Fig. 1: run 1, routing congestion
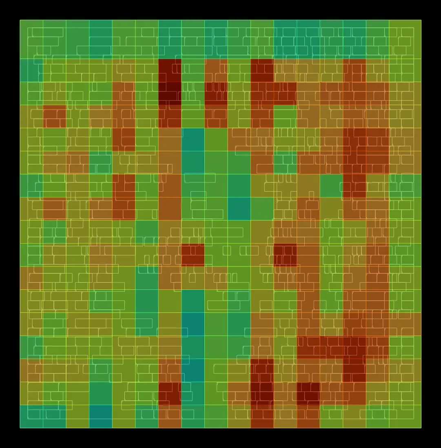
Fig. 2: run 1, cells colored by class
Scale bar: 20 um. Fill, decap, tap and diode cells in gray.
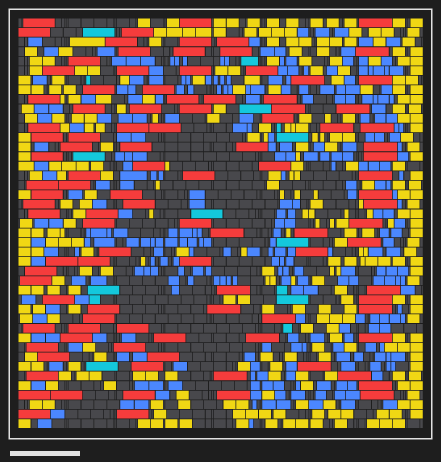
Fig. 3: run 1, metal 1
Supply wires on this layer in gray.
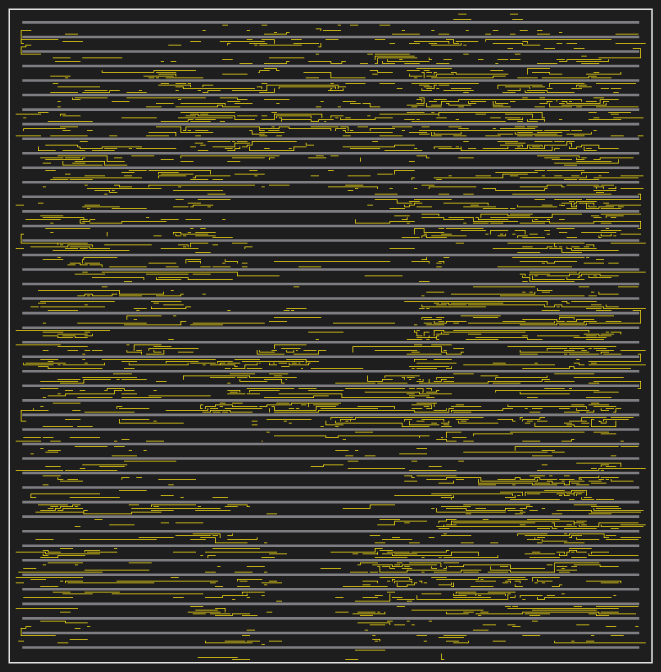
==> config.mk <==
export PLATFORM = sky130hd
export DESIGN_NAME = fgyrus_lb_mux
export DESIGN_NICKNAME = d
export VERILOG_FILES = /design/src/rtl/fgyrus_lb_mux.sv
export SDC_FILE = /design/constraint.sdc
export NUM_CORES = 1
export LEC_CHECK = 0
export ABC_AREA = 0
export CORE_AREA = 2 2 118 120
export CTS_CLUSTER_DIAMETER = 60
export DETAILED_ROUTE_END_ITERATION = 8
export DIE_AREA = 0 0 120 122
export GPL_TIMING_DRIVEN = 0
export PLACE_DENSITY = 0.88
export SLEW_MARGIN = 20
export SYNTH_ARGS = -nofsm -noshare
export SYNTH_HDL_FRONTEND = slang
export SYNTH_SLANG_ARGS = --single-unit
==> constraint.sdc <==
create_clock -name clk_ir -period 2.28 [get_ports clk_ir]
set_input_delay 0.456 -clock clk_ir [delete_from_list [all_inputs] [get_ports clk_ir]]
set_output_delay 0.456 -clock clk_ir [all_outputs]
set_load 0.05 [all_outputs]
==> src/rtl/fgyrus_lb_mux.sv <==
`default_nettype none
// ============================================================================
// Module      : fgyrus_lb_mux
// Description : Local-bus decoder for the FGYRUS block. Routes NIOS local-bus
//               accesses to the control/status registers (block code 0) or to
//               one of P_NUM_RAMS attached RAMs (block code k+1). Reads go
//               through a small FSM with a fixed P_RD_DELAY latency; writes
//               are registered one cycle. Holds masked W1C interrupt status.
//               Optional macro FGYRUS_LB_ERR_CNT_EN adds a saturating
//               protocol-error counter at register offset 0x06.
// Revision    : 1.0 - initial parametrised release
// ============================================================================
module fgyrus_lb_mux #(
    parameter int P_LB_ADDR_W  = 12,
    parameter int P_LB_DATA_W  = 32,
    parameter int P_RAM_ADDR_W = 8,
    parameter int P_NUM_RAMS   = 4,
    parameter int P_RD_DELAY   = 4
) (
    input  logic                              clk_ir,
    input  logic                              rst_il,
    input  logic                              lb_rd_en_ih,
    input  logic                              lb_wr_en_ih,
    input  logic [P_LB_ADDR_W-1:0]            lb_addr_id,
    input  logic [P_LB_DATA_W-1:0]            lb_wr_data_id,
    output logic                              lb_rd_valid_od,
    output logic                              lb_wr_valid_od,
    output logic [P_LB_DATA_W-1:0]            lb_rd_data_od,
    output logic [P_RAM_ADDR_W-1:0]           ram_addr_od,
    output logic [P_LB_DATA_W-1:0]            ram_wr_data_od,
    output logic [P_NUM_RAMS-1:0]             ram_wr_en_oh,
    output logic [P_NUM_RAMS-1:0]             ram_rd_en_oh,
    input  logic [P_NUM_RAMS*P_LB_DATA_W-1:0] ram_rd_data_id,
    output logic                              fgyrus_en_oh,
    output logic [3:0]                        fgyrus_post_norm_od,
    input  logic                              fgyrus_busy_ih,
    input  logic [2:0]                        fgyrus_fsm_pstate_id,
    input  logic                              fgyrus_fft_done_ih,
    input  logic                              irq_rst_ih,
    output logic                              irq_oh
);

    localparam int CODE_W = 4;
    // Wait counter only needs to hold P_RD_DELAY-3
    localparam int CNT_W  = (P_RD_DELAY > 4) ? $clog2(P_RD_DELAY - 2) : 1;
    localparam logic [CNT_W-1:0] WAIT_LOAD = CNT_W'(P_RD_DELAY - 3);

    localparam logic [CODE_W-1:0] CODE_REGS = '0;

    localparam logic [P_RAM_ADDR_W-1:0] REG_CONTROL  = P_RAM_ADDR_W'(0);
    localparam logic [P_RAM_ADDR_W-1:0] REG_STATUS   = P_RAM_ADDR_W'(1);
    localparam logic [P_RAM_ADDR_W-1:0] REG_PSTATE   = P_RAM_ADDR_W'(2);
    localparam logic [P_RAM_ADDR_W-1:0] REG_POSTNORM = P_RAM_ADDR_W'(3);
    localparam logic [P_RAM_ADDR_W-1:0] REG_IRQ_STAT = P_RAM_ADDR_W'(4);
    localparam logic [P_RAM_ADDR_W-1:0] REG_IRQ_MASK = P_RAM_ADDR_W'(5);
`ifdef FGYRUS_LB_ERR_CNT_EN
    localparam logic [P_RAM_ADDR_W-1:0] REG_ERR_CNT  = P_RAM_ADDR_W'(6);
`endif

    typedef enum logic [1:0] {
        S_IDLE  = 2'd0,
        S_PULSE = 2'd1,
        S_WAIT  = 2'd2,
        S_DONE  = 2'd3
    } rd_state_t;

    rd_state_t                 rd_state;
    logic [CODE_W-1:0]         rd_code;
    logic [P_RAM_ADDR_W-1:0]   rd_off;
    logic [CNT_W-1:0]          wait_cnt;

    logic                      irq_mask;
    logic                      irq_status;
    logic                      irq_status_nxt;
    logic                      irq_mask_nxt;

    logic [CODE_W-1:0]         acc_code;
    logic [P_RAM_ADDR_W-1:0]   acc_off;
    logic                      acc_is_reg;
    logic [P_NUM_RAMS-1:0]     acc_onehot;
    logic                      rd_accept;

    logic                      wr_reg;
    logic                      wr_control;
    logic                      wr_postnorm;
    logic                      wr_irq_stat;
    logic                      wr_irq_mask;

    logic [P_LB_DATA_W-1:0]    reg_rd_data;
    logic [P_LB_DATA_W-1:0]    cap_data;

    assign acc_code   = lb_addr_id[P_LB_ADDR_W-1 -: CODE_W];
    assign acc_off    = lb_addr_id[P_RAM_ADDR_W-1:0];
    assign acc_is_reg = (acc_code == CODE_REGS);

    // A read is only taken when the FSM is free and no write competes for the bus
    assign rd_accept  = lb_rd_en_ih && !lb_wr_en_ih && (rd_state == S_IDLE);

    assign wr_reg      = lb_wr_en_ih && acc_is_reg;
    assign wr_control  = wr_reg && (acc_off == REG_CONTROL);
    assign wr_postnorm = wr_reg && (acc_off == REG_POSTNORM);
    assign wr_irq_stat = wr_reg && (acc_off == REG_IRQ_STAT);
    assign wr_irq_mask = wr_reg && (acc_off == REG_IRQ_MASK);

    // One-hot RAM select; codes 0 and above P_NUM_RAMS select no RAM
    always_comb begin
        acc_onehot = '0;
        for (int k = 0; k < P_NUM_RAMS; k++) begin
            acc_onehot[k] = (acc_code == CODE_W'(k + 1));
        end
    end

    // Done pulse has priority over both clear sources so no event is lost
    assign irq_status_nxt = fgyrus_fft_done_ih ||
                            (irq_status && !(irq_rst_ih || (wr_irq_stat && lb_wr_data_id[0])));
    assign irq_mask_nxt   = wr_irq_mask ? lb_wr_data_id[0] : irq_mask;

`ifdef FGYRUS_LB_ERR_CNT_EN
    logic [15:0] err_cnt;
    logic [1:0]  err_inc;
    logic [16:0] err_sum;
    logic        acc_is_bad;
    logic        rd_drop;
    logic        wr_err_cnt;

    assign acc_is_bad = (acc_code > CODE_W'(P_NUM_RAMS));
    assign rd_drop    = lb_rd_en_ih && !rd_accept;
    assign wr_err_cnt = wr_reg && (acc_off == REG_ERR_CNT);

    // Clear applies first, then this cycle's increments are added on top
    always_comb begin
        err_inc = 2'(rd_drop) + 2'(lb_wr_en_ih && acc_is_bad) + 2'(rd_accept && acc_is_bad);
        err_sum = {1'b0, (wr_err_cnt ? 16'h0000 : err_cnt)} + 17'(err_inc);
    end

    // Saturating protocol-error counter
    always_ff @(posedge clk_ir or negedge rst_il) begin
        if (!rst_il) begin
            err_cnt <= '0;
        end else begin
            err_cnt <= err_sum[16] ? 16'hFFFF : err_sum[15:0];
        end
    end
`endif

    // Register read mux, evaluated on the latched offset at capture time
    always_comb begin
        reg_rd_data = '1;
        case (rd_off)
            REG_CONTROL:  reg_rd_data = {{(P_LB_DATA_W-1){1'b0}}, fgyrus_en_oh};
            REG_STATUS:   reg_rd_data = {{(P_LB_DATA_W-2){1'b0}}, (rd_state != S_IDLE), fgyrus_busy_ih};
            REG_PSTATE:   reg_rd_data = {{(P_LB_DATA_W-3){1'b0}}, fgyrus_fsm_pstate_id};
            REG_POSTNORM: reg_rd_data = {{(P_LB_DATA_W-4){1'b0}}, fgyrus_post_norm_od};
            REG_IRQ_STAT: reg_rd_data = {{(P_LB_DATA_W-1){1'b0}}, irq_status};
            REG_IRQ_MASK: reg_rd_data = {{(P_LB_DATA_W-1){1'b0}}, irq_mask};
`ifdef FGYRUS_LB_ERR_CNT_EN
            REG_ERR_CNT:  reg_rd_data = {{(P_LB_DATA_W-16){1'b0}}, err_cnt};
`endif
            default:      reg_rd_data = '1;
        endcase
    end

    // Select returned data: registers, one RAM slice, or all-ones for bad codes
    always_comb begin
        cap_data = '1;
        if (rd_code == CODE_REGS) begin
            cap_data = reg_rd_data;
        end else begin
            for (int k = 0; k < P_NUM_RAMS; k++) begin
                if (rd_code == CODE_W'(k + 1)) begin
                    cap_data = ram_rd_data_id[k*P_LB_DATA_W +: P_LB_DATA_W];
                end
            end
        end
    end

    // Read FSM: strobe once, wait out the RAM latency, capture, then pulse valid
    always_ff @(posedge clk_ir or negedge rst_il) begin
        if (!rst_il) begin
            rd_state       <= S_IDLE;
            rd_code        <= '0;
            rd_off         <= '0;
            wait_cnt       <= '0;
            ram_rd_en_oh   <= '0;
            lb_rd_valid_od <= 1'b0;
            lb_rd_data_od  <= '1;
        end else begin
            ram_rd_en_oh   <= '0;
            lb_rd_valid_od <= 1'b0;
            case (rd_state)
                S_IDLE: begin
                    if (rd_accept) begin
                        rd_code      <= acc_code;
                        rd_off       <= acc_off;
                        ram_rd_en_oh <= acc_onehot;
                        rd_state     <= S_PULSE;
                    end
                end
                S_PULSE: begin
                    wait_cnt <= WAIT_LOAD;
                    rd_state <= S_WAIT;
                end
                S_WAIT: begin
                    if (wait_cnt == '0) begin
                        lb_rd_data_od  <= cap_data;
                        lb_rd_valid_od <= 1'b1;
                        rd_state       <= S_DONE;
                    end else begin
                        wait_cnt <= wait_cnt - 1'b1;
                    end
                end
                S_DONE: begin
                    rd_state <= S_IDLE;
                end
                default: begin
                    rd_state <= S_IDLE;
                end
            endcase
        end
    end

    // Write path; the address bus falls back to the read offset when no write is issued
    always_ff @(posedge clk_ir or negedge rst_il) begin
        if (!rst_il) begin
            ram_addr_od    <= '0;
            ram_wr_data_od <= '0;
            ram_wr_en_oh   <= '0;
            lb_wr_valid_od <= 1'b0;
        end else begin
            lb_wr_valid_od <= lb_wr_en_ih;
            ram_wr_en_oh   <= lb_wr_en_ih ? acc_onehot : '0;
            if (lb_wr_en_ih) begin
                ram_addr_od    <= acc_off;
                ram_wr_data_od <= lb_wr_data_id;
            end else if (rd_accept) begin
                ram_addr_od    <= acc_off;
            end else begin
                ram_addr_od    <= rd_off;
            end
        end
    end

    // Control registers and interrupt; irq_oh follows the next-state values
    always_ff @(posedge clk_ir or negedge rst_il) begin
        if (!rst_il) begin
            fgyrus_en_oh        <= 1'b0;
            fgyrus_post_norm_od <= '0;
            irq_mask            <= 1'b0;
            irq_status          <= 1'b0;
            irq_oh              <= 1'b0;
        end else begin
            if (wr_control) begin
                fgyrus_en_oh <= lb_wr_data_id[0];
            end
            if (wr_postnorm) begin
                fgyrus_post_norm_od <= lb_wr_data_id[3:0];
            end
            irq_mask   <= irq_mask_nxt;
            irq_status <= irq_status_nxt;
            irq_oh     <= irq_status_nxt && irq_mask_nxt;
        end
    end

endmodule
`default_nettype wire

==> results.txt, run 1 <==
fresh numbers from the pnr run: Max Slew Vio Count 0, total of flip-flops plus latches after synthesis 105, Final #Nets 916, Die Span X roughly 120 um, Die Outline Area 14600 um2, global-route wire length before repair 28.5 mm, Initial Utilization 0.391, cell with the largest stage delay on the worst path or4_4, filler cell count approximately 1100, area share, top type 0.346, final worst clock skew 0.00703 ns, result of the run complete, no violations, cell with the most instances after synthesis mux2_2, net count after synthesis 629, number of unique standard cell types used by synthesis 47, TritonCTS buffer count 9, count of antenna diodes in the layout 0, R2R depth 7, maximum clock path buffer count 2, number of hold buffers added after cts 0
## Picture notes: Fig. 1
GR Util met2: 0.446
aggregate global-route resource usage: 0.253
busiest metal layer after global routing: met2
Final Core Density: 0.636

## Picture notes: Fig. 2
[clock drivers and dummy loads] cyan | cells: 15
[remaining logic cells] blue | cells: 302
[remaining buffers and delay cells] yellow | cells: 314
[registers] red | cells: 105
number of placement rows: 43
Floorplan Core Area: 13500 um2
share of the final layout cell area in sequential cells: 0.311
cell area after layout: 8590 um2

## Picture notes: Fig. 3
longest straight run: 26.7 um
nets with wire on the layer: 796
wire length on this layer: 6870 um
share of all routed wire: 37%
Vias: 5006
fraction of met1 tracks used by global routing: 0.287

==> run 1: registers in the layout, indices dropped and copies added (netlist names) <==
| signal | cells |
|---|---|
| rd_code | 4 |
| irq_status | 1 |
| lb_rd_data_od | 32 |
| ram_addr_od | 8 |
| ram_wr_data_od | 32 |
| lb_wr_valid_od | 1 |
| lb_rd_valid_od | 1 |
| rd_off | 8 |
| wait_cnt | 1 |
| irq_mask | 1 |
| rd_state | 2 |
| ram_rd_en_oh | 4 |
| ram_wr_en_oh | 4 |
| fgyrus_en_oh | 1 |
| irq_oh | 1 |
| fgyrus_post_norm_od | 4 |
==> run 1: timing repair <==
action / in CTS / in global routing
resized: 4 / 19
setup buffers: 3 / 3
setup endpoints to repair: 16 / 24
pin swaps: 0 / 3
==> run 1: area by class of cell <==
type	instances	area, um2	area share
inverters	6	22.5	0.00262
multi-input cells	296	2450	0.286
repair buffers	276	2780	0.324
well taps	180	225	0.0262
plain buffers	38	165	0.0192
clock inverters	4	28.8	0.00335
flip-flops and latches	105	2670	0.311
clock buffers	11	243	0.0283
==> run 1: where the power goes <==
group	switching [W]	leakage, nW	internal (W)
clock	0.000688	0.130	0.000767
combinational	0.00319	2.13	0.00214
sequential	0.000310	1.23	0.00261
total	0.00419	3.49	0.00552
==> run 1: stage by stage <==
stage          worst slack [ns]   util   TNS, ns
3_5_place_dp             -0.414  0.609     -4.05
2_1_floorplan             0.280      -         0
5_1_grt                -0.00703  0.636  -0.00703
6_report                 0.0455  0.636         0
3_3_place_gp              -3.04  0.607   -283.03
4_1_cts                  0.0120  0.632         0
==> run 1: cell families after synthesis <==
family                     Yosys count  share of synthesized area
AOI/OAI and AO/OA                  106                      0.161
DFF                                105                      0.505
muxes                               94                      0.199
and+or+nand+nor                     94                     0.0969
buffers and inverters               44                     0.0332
adders and majority gates            2                    0.00474
==> run 1: placed cells by master, fill, tap and decap left out, types with 3 or more instances in the layout <==
master	n
mux2_2	89
dfrtp_1	73
dlymetal6s2s_1	5
nand2b_1	4
buf_4	6
o211ai_1	30
nor3_1	3
buf_2	6
inv_1	6
clkbuf_2	6
clkdlybuf4s50_1	263
clkbuf_16	9
o21ai_0	7
a2bb2oi_1	28
nor3b_1	3
a221oi_1	29
dfstp_2	32
nor4_1	3
mux2i_1	5
nand2_1	15
nor2_1	39
nand3b_1	4
clkbuf_1	24
==> run 1: critical path, delay by kind of cell <==
kind                   cells  cell delay [ns]
AND/OR/NAND/NOR            3             1.20
buffers and inverters      1             0.46
multiplexers               1             0.35
==> run 1: worst max-delay path by stage <==
stage	cells after the start	slack (ns)	endpoint
global route	5	-0.007	fgyrus_en_oh$_DFFE_PN0P_
detailed placement	6	-0.41	fgyrus_en_oh$_DFFE_PN0P_
floorplan	5	0.28	fgyrus_en_oh$_DFFE_PN0P_
finish	5	0.05	fgyrus_en_oh$_DFFE_PN0P_
global placement	1	-3.04	fgyrus_post_norm_od[2]$_DFFE_PN0P_
CTS	5	0.01	fgyrus_en_oh$_DFFE_PN0P_
==> run 1: metal layers <==
metal	wire, um	track usage
met5	0	0
met2	9410	0.446
met3	1690	0.0740
met4	507	0.103
met1	6870	0.287
Fig. 4: run 1, metal 4
Scale bar: 20 um. Supply wires on this layer in gray.
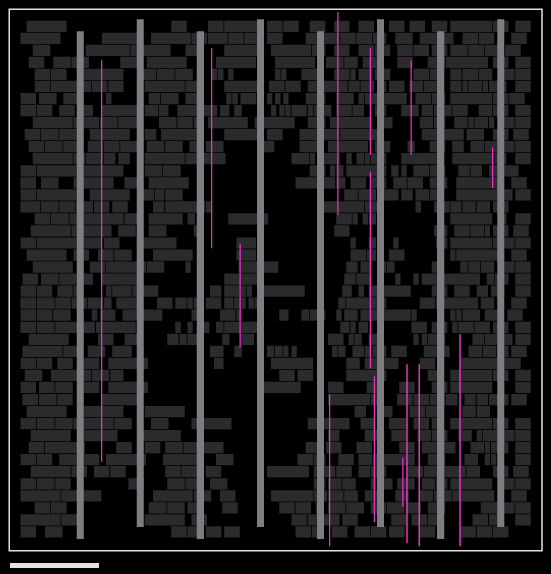

==> run 2, diff against run 1 <==
--- a/config.mk
+++ b/config.mk
@@ -6,12 +6,13 @@
 export NUM_CORES = 1
 export LEC_CHECK = 0
 export ABC_AREA = 0
-export CORE_AREA = 2 2 118 120
+export CAP_MARGIN = 10
+export CORE_AREA = 2 2 113 115
 export CTS_CLUSTER_DIAMETER = 60
 export DETAILED_ROUTE_END_ITERATION = 8
-export DIE_AREA = 0 0 120 122
+export DIE_AREA = 0 0 115 117
 export GPL_TIMING_DRIVEN = 0
-export PLACE_DENSITY = 0.88
+export PLACE_DENSITY = 0.94
 export SLEW_MARGIN = 20
 export SYNTH_ARGS = -nofsm -noshare
 export SYNTH_HDL_FRONTEND = slang
==> constraint.sdc (replaced) <==
create_clock -name clk_ir -period 2.7 [get_ports clk_ir]
set_input_delay 0.54 -clock clk_ir [delete_from_list [all_inputs] [get_ports clk_ir]]
set_output_delay 0.54 -clock clk_ir [all_outputs]
set_load 0.05 [all_outputs]
Fig. 5: run 2, metal 4
Scale bar: 20 um. Supply wires on this layer in gray.
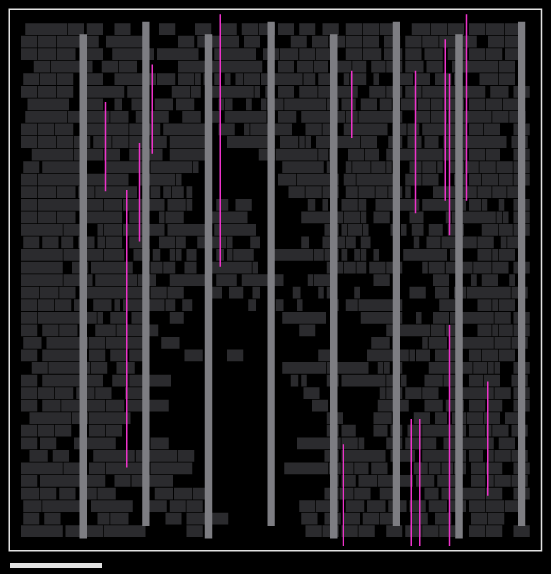
nets with wire on the layer: 14
longest straight run: 59.8 um
final WL: 18.1 mm
Vias: 4994

Fig. 6: run 2, cells colored by class
Scale bar: 20 um. Fill, decap, tap and diode cells in gray.
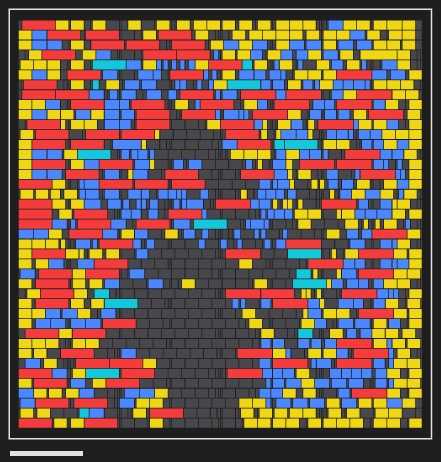
[registers] red | cells: 105
[clock drivers and dummy loads] cyan | cells: 16
[remaining buffers and delay cells] yellow | cells: 308
[remaining logic cells] blue | cells: 302
share of the final layout cell area in sequential cells: 0.315
number of placement rows: 41
cell area after layout: 8480 um2
Floorplan Core Area: 12300 um2
Final Core Density: 0.689

==> run 2 against run 1 <==
Clock power is about 10% lower. Highest routed layer unchanged. Sequential share of layout area up 0.39 points. Area after synthesis did not move. Largest cell class unchanged.
==> results.txt, run 2 <==
fresh numbers from the pnr run: most common logic cell in the routed design clkdlybuf4s50_1 (unchanged), leading cell types in the layout, fill and taps excluded 268 x clkdlybuf4s50_1, 89 x mux2_2, 73 x dfrtp_1 (was 263 x clkdlybuf4s50_1, 89 x mux2_2, 73 x dfrtp_1), chip area from the yosys synthesis statistics 5280 um2 (unchanged), number of unique standard cell types used by synthesis 47 (unchanged), number of post-CTS setup repair buffers 0 (was 3), Max Slew Vio Count 0 (unchanged), biggest area contributors in the synthesized netlist dfrtp_1 35%, mux2_2 19%, dfstp_2 16%, a221oi_1 4.8%, a2bb2oi_1 4.6% (unchanged), result of the run complete, no violations (unchanged), max capacitance violation total 0 (unchanged), global-route wire length before repair 27.2 mm (was 28.5 mm), min setup slack post-route 0.311 ns (was 0.0455 ns), filler cell count 871 (was 1069), TritonCTS buffer count 9 (unchanged), kind of cell with the highest combined delay on the critical path buffers and inverters (was simple AND/OR/NAND/NOR gates), count of unresolved DRC violations after routing 0 (unchanged), final worst clock skew 0.0100 ns (was 0.00703 ns), Die Span X 115 um (was 120 um), Resized cells post-CTS 0 (was 4), aggregate global-route resource usage 0.264 (was 0.253), Max-slew headroom 0.575 (was 0.583), largest registers lb_rd_data_od: 32 flops, ram_wr_data_od: 32 flops (unchanged), OpenROAD warning count 27 (unchanged), worst-case setup slack after placement -0.0275 ns (was -0.414 ns), Post-Place Cell Area 8190 um2 (was 8230 um2), area share, top type 0.346 (unchanged), cell with the largest stage delay on the worst path clkdlybuf4s50_1 (was or4_4), cell with the most instances after synthesis mux2_2 (unchanged), total of flip-flops plus latches after synthesis 105 (unchanged), Initial Utilization 0.429 (was 0.391), Die Outline Area 13500 um2 (was 14600 um2), worst path buffer plus inverter count 3 (was 1), maximum clock path buffer count 2 (unchanged), number of port buffers 269 (unchanged), Final #Nets 910 (was 916), net count after synthesis 629 (unchanged), number of hold buffers added after cts 0 (unchanged), post-layout power 0.00822 W (was 0.00971 W), Crit Path Class in -> reg (unchanged), Worst Hold Slack 0.0835 ns (was 0.0168 ns), number of cell instances after yosys synthesis 445 (unchanged)
[run 2: cell count changes in the layout (fill, tap and decap cells not counted), moves of 3 or more]
cell,previous run,this run
clkbuf_1,24,30
clkdlybuf4s50_1,263,268
clkbuf_2,6,0
dlymetal6s2s_1,5,0
inv_8,0,3
buf_4,6,1
[run 2: area by class of cell]
| type | count | area [um2] | share of cell area |
|---|---|---|---|
| clock inverters | 7 | 61.3 | 0.00723 |
| diodes | 1 | 2.50 | 0.000295 |
| inverters | 6 | 22.5 | 0.00266 |
| well taps | 150 | 188 | 0.0221 |
| flip-flops and latches | 105 | 2670 | 0.315 |
| multi-input cells | 296 | 2440 | 0.288 |
| repair buffers | 270 | 2720 | 0.321 |
| clock buffers | 9 | 225 | 0.0266 |
| plain buffers | 38 | 153 | 0.0180 |
[run 2: where the power goes]
group / internal [W] / switching (W)
Combinational: 0.00180 / 0.00268
Clock: 0.000644 / 0.000635
Sequential: 0.00220 / 0.000252
Total: 0.00464 / 0.00357
[run 2: per-layer routing]
layer | up-vias | part of all wire | GRT usage
met4 | 0 | 0.026 | 0.112
met2 | 289 | 0.50 | 0.457
met5 | - | 0 | 0
met3 | 31 | 0.097 | 0.0824
met1 | 2421 | 0.38 | 0.305
li1 | 2253 | - | -
[run 2: cell families (layout without fill, tap and decap cells)]
| group | after synthesis | after routing | share of synthesized area |
|---|---|---|---|
| muxes | 94 | 94 | 0.199 |
| other | 0 | 1 | 0 |
| adders and majority gates | 2 | 2 | 0.00474 |
| DFF | 105 | 105 | 0.505 |
| buffers and inverters | 44 | 330 | 0.0332 |
| AOI/OAI and AO/OA | 106 | 106 | 0.161 |
| and+or+nand+nor | 94 | 94 | 0.0969 |
[run 2: stage by stage]
step,TNS (ns),instances
global placement,-245.37,864
global route,0,881
floorplan,0,445
detailed placement,-0.0579,865
finish,0,882
CTS,0,881
[run 2: final timing paths]
| kind | startpoint | slack (ns) | cells past startpoint | end |
|---|---|---|---|---|
| max in group asynchronous | rst_il | 1.97 | 2 | lb_rd_data_od[3]$_DFFE_PN1P_ |
| min | rst_il | 0.08 | 1 | fgyrus_post_norm_od[2]$_DFFE_PN0P_ |
| min reg2reg | lb_rd_data_od[3]$_DFFE_PN1P_ | 0.49 | 2 | lb_rd_data_od[3]$_DFFE_PN1P_ |
| min in group clk_ir | lb_rd_data_od[3]$_DFFE_PN1P_ | 0.49 | 2 | lb_rd_data_od[3]$_DFFE_PN1P_ |
| max reg2reg | rd_state[0]$_DFFE_PN0P_ | 0.34 | 9 | lb_rd_data_od[27]$_DFFE_PN1P_ |
| max | lb_wr_en_ih | 0.31 | 6 | ram_addr_od[4]$_DFF_PN0_ |
Power and IR drop assume default switching activity.
